Figure 1. Metal 4.
(3 px per um)
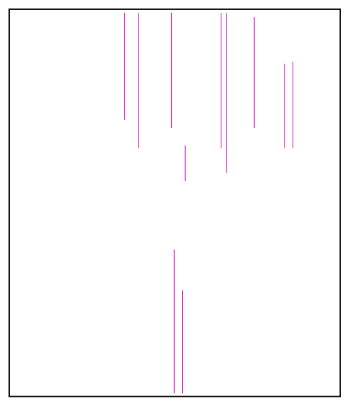
Figure 2. Routed metal, one colour a layer.
(2 px per um) Only two layers are drawn.
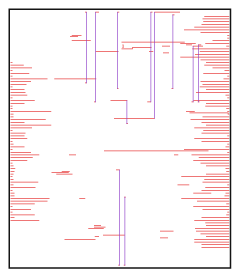
Figure 3. Gate-type map.
(3 px per um)
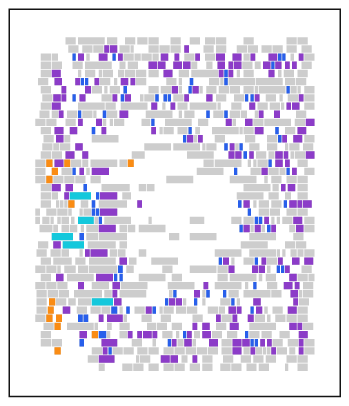
Figure 4. Pin placement.
(3 px per um) Pins as bars across the die edge, other pins in grey.
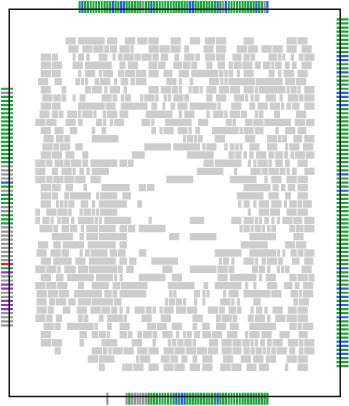
===== src/rtl/output_port_ctrl.sv =====
// ---------------------------------------------------------------------------
// OutputPortCtrl
//
// Per-output control for a router crossbar. While idle, this block forwards
// the input ports' requests to an external fixed-priority arbiter. It takes
// the arbiter's one-hot grant, locks the output to that input for a whole
// packet (head through tail), and pops flits from the owner's input buffer.
// Flits are registered onto the output link. A downstream credit counter
// throttles the transfers.
//
// Ports:
//   CLK        - sole clock, rising edge
//   RST        - asynchronous active-high reset
//   REQ        - per-input head-flit request targeting this output
//   ARB_REQ    - gated request to the arbiter (idle, credits available)
//   GRT        - one-hot grant back from the arbiter (combinational)
//   FLIT_IN    - concatenated input flits, port i at [i*DW +: DW]
//   FLIT_VLD   - per-input flit valid
//   FLIT_TAIL  - per-input tail marker of the presented flit
//   POP        - dequeue strobe to the owner's input buffer
//   FLIT_OUT   - registered outgoing flit
//   VLD_OUT    - FLIT_OUT valid, one cycle per flit
//   TAIL_OUT   - FLIT_OUT is a tail flit
//   CREDIT_IN  - one-cycle credit return from downstream
//   LOCK       - a packet currently owns the output
//   ERR        - sticky credit-overflow flag
// ---------------------------------------------------------------------------
module output_port_ctrl #(
  parameter int NR      = 6,
  parameter int DW      = 32,
  parameter int CREDITS = 4
) (
  input  logic             CLK,
  input  logic             RST,
  input  logic [NR-1:0]    REQ,
  output logic [NR-1:0]    ARB_REQ,
  input  logic [NR-1:0]    GRT,
  input  logic [NR*DW-1:0] FLIT_IN,
  input  logic [NR-1:0]    FLIT_VLD,
  input  logic [NR-1:0]    FLIT_TAIL,
  output logic [NR-1:0]    POP,
  output logic [DW-1:0]    FLIT_OUT,
  output logic             VLD_OUT,
  output logic             TAIL_OUT,
  input  logic             CREDIT_IN,
  output logic             LOCK,
  output logic             ERR
);

  localparam int             CW      = $clog2(CREDITS + 1);
  localparam logic [CW-1:0]  CNT_MAX = CW'(CREDITS);

  typedef enum logic {
    IDLE = 1'b0,
    BUSY = 1'b1
  } state_t;

  state_t          state_q, state_d;
  logic [NR-1:0]   owner_q, owner_d;
  logic [CW-1:0]   cnt_q, cnt_d;
  logic [DW-1:0]   flit_out_q, flit_out_d;
  logic            vld_out_q, vld_out_d;
  logic            tail_out_q, tail_out_d;
  logic            err_q, err_d;

  logic            has_credit;
  logic            transfer;
  logic [DW-1:0]   sel_data;
  logic            sel_tail;

  // Select the owner's flit slice and tail bit. OWNER is one-hot or zero,
  // so at most one iteration matches.
  always_comb begin
    sel_data = '0;
    sel_tail = 1'b0;
    for (int i = 0; i < NR; i++) begin
      if (owner_q[i]) begin
        sel_data = FLIT_IN[i*DW +: DW];
        sel_tail = FLIT_TAIL[i];
      end
    end
  end

  // A transfer needs a locked owner that presents a valid flit, plus at
  // least one downstream credit. Otherwise the packet just stalls in BUSY.
  always_comb begin
    has_credit = (cnt_q != '0);
    transfer   = (state_q == BUSY) && ((FLIT_VLD & owner_q) != '0) && has_credit;
  end

  // ARB_REQ and POP are gated by RST as well. The reset already forces the
  // state, but the outputs must read zero even during the reset itself.
  always_comb begin
    ARB_REQ = '0;
    POP     = '0;
    if (!RST && state_q == IDLE && has_credit) begin
      ARB_REQ = REQ;
    end
    if (!RST && transfer) begin
      POP = owner_q;
    end
  end

  // Next-state logic for the FSM, the output registers, and the credit
  // counter. A credit and a transfer in the same cycle cancel out. A credit
  // that arrives while the counter is already full is dropped and flagged.
  always_comb begin
    state_d    = state_q;
    owner_d    = owner_q;
    cnt_d      = cnt_q;
    flit_out_d = flit_out_q;
    vld_out_d  = 1'b0;
    tail_out_d = 1'b0;
    err_d      = err_q;

    case (state_q)
      IDLE: begin
        if ($onehot(GRT)) begin
          owner_d = GRT;
          state_d = BUSY;
        end
      end
      BUSY: begin
        if (transfer) begin
          flit_out_d = sel_data;
          vld_out_d  = 1'b1;
          tail_out_d = sel_tail;
          if (sel_tail) begin
            owner_d = '0;
            state_d = IDLE;
          end
        end
      end
      default: begin
        state_d = IDLE;
        owner_d = '0;
      end
    endcase

    case ({transfer, CREDIT_IN})
      2'b10: cnt_d = cnt_q - CW'(1);
      2'b01: begin
        if (cnt_q == CNT_MAX) begin
          err_d = 1'b1;
        end else begin
          cnt_d = cnt_q + CW'(1);
        end
      end
      default: cnt_d = cnt_q;
    endcase
  end

  // All state sits in this one register block. A reset in the middle of a
  // packet drops the packet, and the credit counter goes back to full.
  always_ff @(posedge CLK or posedge RST) begin
    if (RST) begin
      state_q    <= IDLE;
      owner_q    <= '0;
      cnt_q      <= CNT_MAX;
      flit_out_q <= '0;
      vld_out_q  <= 1'b0;
      tail_out_q <= 1'b0;
      err_q      <= 1'b0;
    end else begin
      state_q    <= state_d;
      owner_q    <= owner_d;
      cnt_q      <= cnt_d;
      flit_out_q <= flit_out_d;
      vld_out_q  <= vld_out_d;
      tail_out_q <= tail_out_d;
      err_q      <= err_d;
    end
  end

  always_comb begin
    FLIT_OUT = flit_out_q;
    VLD_OUT  = vld_out_q;
    TAIL_OUT = tail_out_q;
    LOCK     = (state_q == BUSY);
    ERR      = err_q;
  end

endmodule


===== config.mk =====
export PLATFORM = sky130hd
export DESIGN_NAME = output_port_ctrl
export DESIGN_NICKNAME = d
export VERILOG_FILES = /design/src/rtl/output_port_ctrl.sv
export SDC_FILE = /design/constraint.sdc
export NUM_CORES = 1
export LEC_CHECK = 0
export CAP_MARGIN = 5
export CORE_ASPECT_RATIO = 1.2
export CORE_MARGIN = 8
export CORE_UTILIZATION = 35
export DETAILED_ROUTE_END_ITERATION = 12
export PLACE_DENSITY = 0.81
export SYNTH_ARGS = -nofsm -noshare
export SYNTH_HDL_FRONTEND = slang
export SYNTH_SLANG_ARGS = --single-unit

===== constraint.sdc =====
create_clock -name CLK -period 2.71 [get_ports CLK]
set_input_delay 0.4065 -clock CLK [delete_from_list [all_inputs] [get_ports CLK]]
set_output_delay 0.4065 -clock CLK [all_outputs]
set_load 0.02 [all_outputs]

==> qor.csv <==
stage,metric,value,unit
outcome,status,"finished, final reports clean",
floorplanning,ios,267,
worst_setup_path,critPathBufInv,4,
route,viasPerCell,5.43,
finish,signal_buffer_area_fraction,42.4,%
logic_synthesis,synth.yosys.chip_area,3700,um2
min_path,min_delay_worst_endpoint,ERR,
logic_synthesis,async_reset_ff_share,100,%
logic_synthesis,top_area_cell,dfrtp_1,
logic_synthesis,synth.top_cells.by_count,"nand2_1 (72), a21oi_1 (66), inv_1 (47)",
finish,mi_logic_area,2220,um2
placement,port-buffer-count,266,
finish,fin_nets,969,
grt,grt.busiest_layer,met2,
worst_setup_path,crit_path_top_delay_cell,fa_1,
floorplanning,fp.coreArea,10400,um2
worst_setup_path,worst-r2r-setup-slack,0.36,ns
min_path,hold_path_depth,1,
floorplanning,num_rows,41,
pwr,cellPowerDensity,291,nW/um2
final_timing,timing.final.crit_share,98.5,%
route,met3_length,1.68,mm
worst_setup_path,cp_data_required_time,2.89,ns
worst_setup_path,r2r_cells,8,
floorplanning,initCoreUtil,35.5,%
logic_synthesis,netlist-cell-type-count,43,
finish,mostFrequentLayoutCells,"clkdlybuf4s50_1 (261), nand2_1 (72), a21oi_1 (66)",
placement,place_hpwl,13.0,mm
cts,tritoncts,built,
final_timing,number_of_hold_violations_in_the_final_report,0,
final_timing,worst_slack,0.0399,ns
pwr,irDropWorstVdd,0.257,mV
logic_synthesis,syn_avg_cell_area,7.41,um2
route,antenna_left,0,
grt,globalRouteMet3Util,5.60,%
About Figure 1:
nets with wire on the layer: 11
wire length on this layer: 403 um
main direction: vertical
share of all routed wire: 2.4%
longest straight run: 53.0 um

About Figure 2:
| colour | layer | wire length |
|---|---|---|
| purple | met4 | 403 um |
| red | met3 | 1,680 um |
routed len/inst: 19.4 um
total via count after detailed routing: 4,753
Total Routing Usage GR: 22.7%
Final Routed Wirelength: 17.0 mm

About Figure 3:
| colour | family | cells |
|---|---|---|
| purple | inverting AOI/OAI gates | 181 |
| blue | NAND gates | 79 |
| orange | AND and OR gates | 13 |
| cyan | adder and majority cells | 5 |

About Figure 4:
| colour | port | pins | direction | edge |
|---|---|---|---|---|
| blue | FLIT_OUT | 32 | output | 16 east, 11 north, 4 south, 1 west |
| green | FLIT_IN | 192 | input | 70 east, 55 north, 41 south, 26 west |
| purple | REQ | 6 | input | west |
| red | LOCK | 1 | output | west |
all pins by edge: 86 east, 69 north, 59 west, 53 south

## power breakdown
group / internal [mW] / switching [mW]
registers: 0.701 / 0.0431
logic: 0.375 / 0.206
clock network: 0.367 / 0.246
## logic make-up (layout without fill, tap and decap cells)
kind of cell	Yosys count	count (layout)	synth area share [%]
AOI/OAI and AO/OA	186	186	34.3
xor gates and xnor gates	1	1	0.237
adders and majority gates	5	5	2.50
buffers and inverters	96	343	11.0
DFF	45	45	30.5
muxes	1	1	0.271
and+or+nand+nor	165	165	21.2
## repair_timing
action | CTS | global route
gates resized | 16 | 5
endpoints found under the hold margin | 0 | 0
setup endpoints to repair | 7 | 13
pin swaps | 6 | 0
hold buffers | 0 | 0
buffers inserted | 2 | 0
Power and IR drop assume default switching activity.
